metal_stack.png
Only two layers are drawn.
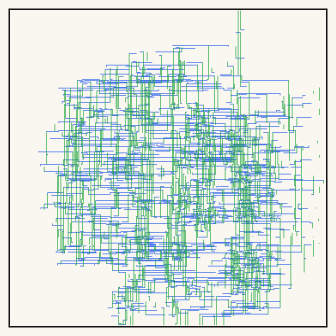
zoom.png
Region (10, 71) to (50, 111) microns. Cells in grey, sequential cells in the stronger grey; small squares are vias.
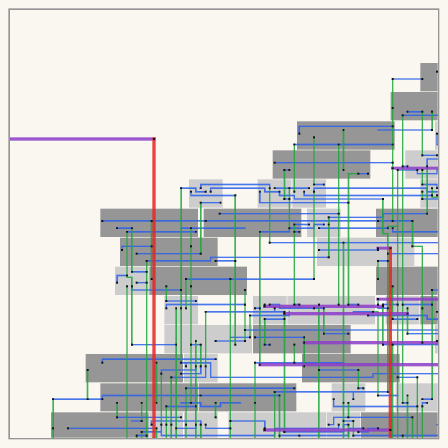
final_clocks.png
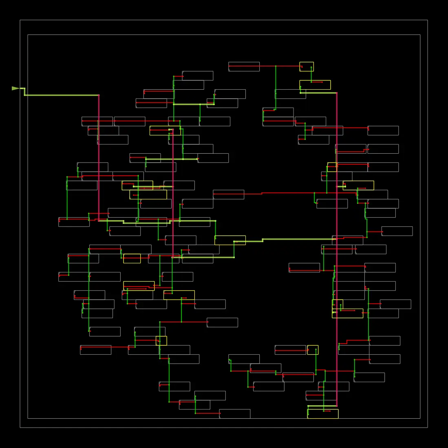
registers.png
The bar under the picture is 20 microns long. Other sequential cells in the stronger grey, the rest of the logic in the fainter grey.
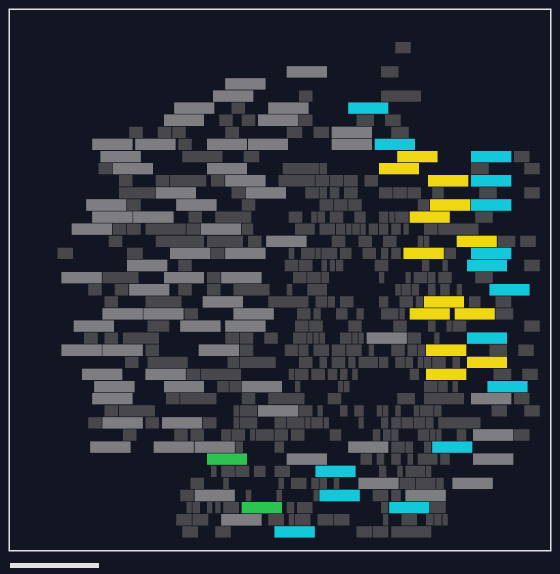
--- src/rtl/recorder_pkg.sv ---
// Shared types and default sizing for the recorder controller slice.
package recorder_pkg;

  typedef enum logic [1:0] {
    IDLE,
    RECORD,
    PLAY
  } recState_t;

  typedef enum logic [1:0] {
    LEN_NOP,
    LEN_WRITE,
    LEN_CLEAR,
    LEN_CLEAR_ALL
  } lenOp_t;

  localparam int DEFAULT_NUM_CLIPS  = 4;
  localparam int DEFAULT_CLIP_DEPTH = 8192;
  localparam int DEFAULT_CLIP_W     = $clog2(DEFAULT_NUM_CLIPS);
  localparam int DEFAULT_OFFSET_W   = $clog2(DEFAULT_CLIP_DEPTH);
  localparam int DEFAULT_LENGTH_W   = DEFAULT_OFFSET_W + 1;
  localparam int DEFAULT_ADDR_W     = DEFAULT_CLIP_W + DEFAULT_OFFSET_W;

endpackage

--- src/rtl/clip_length_table.sv ---
// Per-clip recorded-length registers with a write/clear-one/clear-all port and one read port.
module clip_length_table
  import recorder_pkg::*;
#(
  parameter int  NUM_CLIPS  = DEFAULT_NUM_CLIPS,
  parameter int  CLIP_DEPTH = DEFAULT_CLIP_DEPTH,
  localparam int CLIP_W     = $clog2(NUM_CLIPS),
  localparam int LEN_W      = $clog2(CLIP_DEPTH) + 1
) (
  input  logic              clock,
  input  logic              reset,
  input  lenOp_t            lenOp,
  input  logic [CLIP_W-1:0] wrIdx,
  input  logic [LEN_W-1:0]  wrData,
  input  logic [CLIP_W-1:0] rdIdx,
  output logic [LEN_W-1:0]  rdLength
);

  logic [LEN_W-1:0] lengths [NUM_CLIPS];

  // NOTE: this small table is reset like ordinary state because an empty clip must read as length 0 after reset.
  always_ff @(posedge clock or posedge reset) begin
    if (reset) begin
      for (int i = 0; i < NUM_CLIPS; i++) lengths[i] <= '0;
    end else begin
      case (lenOp)
        LEN_WRITE:     lengths[wrIdx] <= wrData;
        LEN_CLEAR:     lengths[wrIdx] <= '0;
        LEN_CLEAR_ALL: for (int i = 0; i < NUM_CLIPS; i++) lengths[i] <= '0;
        default:       ;
      endcase
    end
  end

  assign rdLength = lengths[rdIdx];

endmodule

--- src/rtl/recorder_controller.sv ---
// Recorder controller: IDLE/RECORD/PLAY sequencer issuing clip-addressed sample memory strobes.
// Define RECORDER_CTRL_LOOP_EN to make playback loop until stopped; otherwise playback is single-shot.
module recorder_controller
  import recorder_pkg::*;
#(
  parameter int  NUM_CLIPS  = DEFAULT_NUM_CLIPS,
  parameter int  CLIP_DEPTH = DEFAULT_CLIP_DEPTH,
  localparam int CLIP_W     = $clog2(NUM_CLIPS),
  localparam int OFF_W      = $clog2(CLIP_DEPTH),
  localparam int LEN_W      = OFF_W + 1,
  localparam int ADDR_W     = CLIP_W + OFF_W
) (
  input  logic              clock,
  input  logic              reset,
  input  logic              PlaySync,
  input  logic              RecordSync,
  input  logic              ClipNumPlaySync,
  input  logic              ClipNumRecordSync,
  input  logic              resetButtonSync,
  input  logic              sampleTick,
  output logic [ADDR_W-1:0] memAddr,
  output logic              memWe,
  output logic              memRe,
  output logic [CLIP_W-1:0] playClip,
  output logic [CLIP_W-1:0] recordClip,
  output logic              recording,
  output logic              playing,
  output logic              clipFull
);

  recState_t        state;
  logic [OFF_W-1:0] offset;
  logic             lastStrobe;
  lenOp_t           lenOp;
  logic [LEN_W-1:0] playLength;
  logic [LEN_W-1:0] nextLength;
  logic             recWrite;
  logic             playRead;
  logic             playLast;

  // The final strobe of an operation keeps the FSM busy for one cycle so strobes never coincide with IDLE.
  assign nextLength = {1'b0, offset} + LEN_W'(1);
  assign recWrite   = (state == RECORD) && sampleTick && !RecordSync && !lastStrobe && !resetButtonSync;
  assign playRead   = (state == PLAY) && sampleTick && !PlaySync && !lastStrobe && !resetButtonSync;
  assign playLast   = (nextLength == playLength);

  always_comb begin
    lenOp = LEN_NOP;
    if (resetButtonSync)                      lenOp = LEN_CLEAR_ALL;
    else if ((state == IDLE) && RecordSync)   lenOp = LEN_CLEAR;
    else if (recWrite)                        lenOp = LEN_WRITE;
  end

  clip_length_table #(
    .NUM_CLIPS (NUM_CLIPS),
    .CLIP_DEPTH(CLIP_DEPTH)
  ) u_lengths (
    .clock   (clock),
    .reset   (reset),
    .lenOp   (lenOp),
    .wrIdx   (recordClip),
    .wrData  (nextLength),
    .rdIdx   (playClip),
    .rdLength(playLength)
  );

  // NOTE: every output here is a register updated with non-blocking assignments, so consumers see glitch-free strobes.
  always_ff @(posedge clock or posedge reset) begin
    if (reset) begin
      state      <= IDLE;
      offset     <= '0;
      lastStrobe <= 1'b0;
      memAddr    <= '0;
      memWe      <= 1'b0;
      memRe      <= 1'b0;
      playClip   <= '0;
      recordClip <= '0;
      recording  <= 1'b0;
      playing    <= 1'b0;
      clipFull   <= 1'b0;
    end else begin
      memWe    <= 1'b0;
      memRe    <= 1'b0;
      clipFull <= 1'b0;
      if (resetButtonSync) begin
        state      <= IDLE;
        recording  <= 1'b0;
        playing    <= 1'b0;
        offset     <= '0;
        lastStrobe <= 1'b0;
        playClip   <= '0;
        recordClip <= '0;
      end else begin
        case (state)
          IDLE: begin
            if (RecordSync) begin
              state      <= RECORD;
              recording  <= 1'b1;
              offset     <= '0;
              lastStrobe <= 1'b0;
            end else if (PlaySync && (playLength != '0)) begin
              state      <= PLAY;
              playing    <= 1'b1;
              offset     <= '0;
              lastStrobe <= 1'b0;
            end else begin
              if (ClipNumPlaySync)   playClip   <= playClip + CLIP_W'(1);
              if (ClipNumRecordSync) recordClip <= recordClip + CLIP_W'(1);
            end
          end
          RECORD: begin
            if (lastStrobe || RecordSync) begin
              state     <= IDLE;
              recording <= 1'b0;
              clipFull  <= lastStrobe;
            end else if (recWrite) begin
              memWe      <= 1'b1;
              memAddr    <= {recordClip, offset};
              offset     <= offset + OFF_W'(1);
              lastStrobe <= &offset;
            end
          end
          PLAY: begin
            if (lastStrobe || PlaySync) begin
              state   <= IDLE;
              playing <= 1'b0;
            end else if (playRead) begin
              memRe   <= 1'b1;
              memAddr <= {playClip, offset};
`ifdef RECORDER_CTRL_LOOP_EN
              offset  <= playLast ? '0 : offset + OFF_W'(1);
`else
              offset     <= offset + OFF_W'(1);
              lastStrobe <= playLast;
`endif
            end
          end
          default: begin
            state     <= IDLE;
            recording <= 1'b0;
            playing   <= 1'b0;
          end
        endcase
      end
    end
  end

endmodule

--- config.mk ---
export PLATFORM = sky130hd
export DESIGN_NAME = recorder_controller
export DESIGN_NICKNAME = d
export VERILOG_FILES = /design/src/rtl/recorder_pkg.sv /design/src/rtl/clip_length_table.sv /design/src/rtl/recorder_controller.sv
export SDC_FILE = /design/constraint.sdc
export NUM_CORES = 1
export LEC_CHECK = 0
export CORE_MARGIN = 2
export CORE_UTILIZATION = 35
export DETAILED_ROUTE_END_ITERATION = 10
export SLEW_MARGIN = 25
export SYNTH_ARGS = -nofsm -noshare
export SYNTH_HDL_FRONTEND = slang
export SYNTH_HIERARCHICAL = 1
export SYNTH_SLANG_ARGS = --single-unit
export TNS_END_PERCENT = 50
--- constraint.sdc ---
create_clock -name clock -period 4.1 [get_ports clock]
set_input_delay 0.82 -clock clock [delete_from_list [all_inputs] [get_ports clock]]
set_output_delay 0.82 -clock clock [all_outputs]
set_load 0.01 [all_outputs]
==> CHANGELOG.md <==
### Changed

- Share of flip-flops with an asynchronous set or reset after synthesis: 100.0%
- Run status: finished clean
- Sw power: between 0.5 and 0.6 mW
- First-pass DRT Iterations: 5
- Worst vdd rail ir drop: 0.2097 mV
- Die footprint: about 0.015 sq mm
- Quantity of gates resized following cts: 0
- Via count of the first global-routing pass: roughly 3500
- Min-delay worst type: reg -> reg
- WS Path Type: reg -> reg
- Design internal power: between 1.5 and 2 mW
- Critical path data required time: between 4000 and 5000 ps
- Number of standard cells after synthesis: 415
- Number of port buffers: 31
- Post-detailed-route via-to-cell ratio: about 5.6
- Worst-Margin Slew: about 840 ps
- Tool Warnings: 28
- Proportion of power drawn by combinational gates: a little over an eighth
- Syn Area/Cell: 11.61 sq um
- Number of fill cells: 1271
- Number of unique standard cell types used by synthesis: between 50 and 60
- Fin. max-slew vios: 0
- Unrepaired setup endpoints after global routing: false
- Inserted Diodes: 0
- Synthesis Warnings: 6
- Overall die width: between 100 and 150 microns
- Delay-heaviest family, CP: multiplexers
- Hold violation count in the final report: 0
- Clock transition at path regs: about 70 ps
- Final setup violation count: 0
- Synth Flop Type: sky130_fd_sc_hd__dfrtp_1
- Largest family of logic cells by area: AND-OR/OR-AND gates
- Post-placement cell count: 606
- Max-cap check violation count: 0
- Synthesis-to-layout area growth: 16.80%
- Worst setup slack after layout: between 900 and 1000 ps
- Met1 usage: 25.52%
- Cell Pwr Density: around 380 mW/mm^2
- Pin count of the biggest net entering global routing: ~42
- Post-Syn Area: 0.004818 sq mm
- Sort of element at the end of the critical path: flip-flop
- Clock tree from TritonCTS: yes
- Final antenna-violating net count: 0
- Net count after synthesis: approximately 430
- GRT met2 Usage: a little over a quarter
- CTS Sinks: ~96
- Average detailed-routed wire length per instance: 19.35 microns
- CTS root buffer: sky130_fd_sc_hd__clkbuf_16
- Met3 track demand over resource in global routing: roughly 3.6%
- Pre-CTS WS: between 800 and 900 ps
- FF-to-FF path depth: 8
- Max transition margin: 44.10%
- CP max stage delay: 620 ps
- Main area contributors: sky130_fd_sc_hd__dfrtp_1 50%, sky130_fd_sc_hd__a22o_1 9.8%, sky130_fd_sc_hd__mux4_2 6.5%
- Slowest library cell on the worst path: sky130_fd_sc_hd__mux4_2
- Number of buffers inserted by hold repair at cts: 0
- Post-synth top area cell: sky130_fd_sc_hd__dfrtp_1
- Hold path depth: 1
- Final Wtd Congestion: roughly 0.9
- Clock share of power: roughly two fifths
- Starting density of the core: approximately 36%
- Worst Path Arrival: around 3400 ps
- Buffer depth of the longest clock path: 2
- Aoi share: 17.81%
- Simple-gate share of the synthesized area: between 10 and 15%
- Total half-perimeter wirelength after legalization and detailed placement: 8.432 mm
- Height of the die: 121.3 microns
- Start of the worst register-to-register path: playClip[0]$_DFFE_PP0P_
- Routed wire length: roughly 12 mm
- Highest net fanout along the worst path: 14
- Total overflow reported by the global router: 0
- Fraction of final layout cells with drive strength greater than 1: between 10% and 20%
- Top area contributor share: ~50%
- Count of nets after finishing: about 450
- Share of synthesized area occupied by flip-flops and latches: about half
- Final routed DRC violation total: 0
- P_leak: 2.448 nW
- Number of cells in Yosys stat: just over 400
- Buffer count from post-CTS setup fixing: 0
- Setup slack of the worst register-to-register path: 940 ps
- Final Non-Filler Cells: slightly above 600
- Synth Register Bits: ~96
- Sequential cell fraction of total power: a little under half
- Global-route wire length before repair: between 15 and 20 mm
- Area fraction in full adders, half adders and majority gates: 2.181%
- I/O pin total: 32
- Endpoint of the worst register-to-register path: lastStrobe$_DFFE_PP0P_
- Num rows: about 42
- MUX area fraction: under 10%
- Kind of launch point of the worst setup path: flip-flop
Notes on metal_stack.png above:
| colour | layer | wire length |
|---|---|---|
| blue | met1 | 5750 microns |
| green | met2 | 5440 microns |

Notes on zoom.png above:
| colour | layer |
|---|---|
| purple | met3 |
| blue | met1 |
| red | met4 |
| green | met2 |
sequential cells in the window: 15
most frequent: a22o_1 (15), dfrtp_1 (15)
cells with their middle in the window: 34

Notes on final_clocks.png above:
flop count: 96
power of the clock network: 0.887 mW
cts bufs inserted: 9
clk_lat worst skew: 350 ps

Notes on registers.png above:
| colour | netlist name | flops |
|---|---|---|
| cyan | memAddr | 15 |
| green | playClip | 2 |
| yellow | offset | 13 |
not coloured: 66

[how the worst max path moves through the flow]
| stage | startpoint | end | slack (ps) | cells past startpoint |
|---|---|---|---|---|
| 2_1_floorplan | playClip[0]$_DFFE_PP0P_ | offset[1]$_DFFE_PP0P_ | 1150 | 9 |
| 3_3_place_gp | RecordSync | memAddr[10]$_DFFE_PP0P_ | 880 | 4 |
| 3_5_place_dp | RecordSync | memAddr[11]$_DFFE_PP0P_ | 830 | 4 |
| 4_1_cts | playClip[0]$_DFFE_PP0P_ | lastStrobe$_DFFE_PP0P_ | 920 | 8 |
| 5_1_grt | playClip[0]$_DFFE_PP0P_ | recordClip[1]$_DFFE_PP0P_ | 690 | 8 |
| 6_report | playClip[0]$_DFFE_PP0P_ | lastStrobe$_DFFE_PP0P_ | 940 | 8 |
[power by group through the flow]
stage | Sequential (mW) | Combinational, mW | Clock, mW
final | 0.985 | 0.291 | 0.887
after CTS | 0.984 | 0.292 | 0.905
after global placement | 1.00 | 0.290 | 0
after detailed placement | 1.00 | 0.292 | 0
after floorplan | 1.00 | 0.195 | 0
after global routing | 0.987 | 0.320 | 0.947
[cells in the final DEF (no fill, tap or decap), types with 5 or more instances in the layout]
cell type                         netlist  routed
sky130_fd_sc_hd__inv_1                 17      15
sky130_fd_sc_hd__nor3_1                 7       7
sky130_fd_sc_hd__nor2_1                20      20
sky130_fd_sc_hd__mux4_2                14      14
sky130_fd_sc_hd__mux2_2                11      11
sky130_fd_sc_hd__a21oi_1               13      13
sky130_fd_sc_hd__dfrtp_1               96      96
sky130_fd_sc_hd__xnor2_1               14      14
sky130_fd_sc_hd__clkbuf_16              0       9
sky130_fd_sc_hd__clkdlybuf4s50_1        0      31
sky130_fd_sc_hd__nand2_1               25      25
sky130_fd_sc_hd__nand4_1                6       6
sky130_fd_sc_hd__nand2b_1               6       6
sky130_fd_sc_hd__o21ai_0               15      15
sky130_fd_sc_hd__xor2_1                16      16
sky130_fd_sc_hd__o32ai_1                5       5
sky130_fd_sc_hd__nand3_1                7       7
sky130_fd_sc_hd__buf_4                  3      12
sky130_fd_sc_hd__a22o_1                54      54
[through the flow]
step	util, %	total power [mW]	hold slack, ps	cell area, sq um
3_3_place_gp	39.73	1.291	460.7	5303
6_report	42.16	2.162	488.1	5628
5_1_grt	42.16	2.254	498.3	5628
4_1_cts	42.08	2.182	488.8	5617
3_5_place_dp	39.73	1.294	468.9	5303
2_1_floorplan	-	1.198	450.9	4818
[kinds of logic after synthesis]
logic type      after synthesis
compound gates              110
xor+xnor                     30
fa+ha+maj                     9
buf+inv                      45
flops                        96
mux                          27
simple gates                 98
[area by class of cell]
| cell class | instances | area (sq um) | share of cell area [%] |
|---|---|---|---|
| multi-input cells | 274 | 2227 | 39.57 |
| clock buffers | 10 | 239.0 | 4.246 |
| flip-flops and latches | 96 | 2402 | 42.69 |
| well taps | 176 | 220.2 | 3.913 |
| clock inverters | 6 | 75.07 | 1.334 |
| repair buffers | 43 | 400.4 | 7.114 |
| inverters | 17 | 63.81 | 1.134 |
[layer usage]
layer / share of wire, % / vias to the layer above
li1: - / 1593
met1: 48 / 1775
met2: 45 / 89
met3: 5.2 / 12
met4: 1.8 / 0
met5: 0 / -
No activity file was given, so power comes from the tool's default toggle rates.
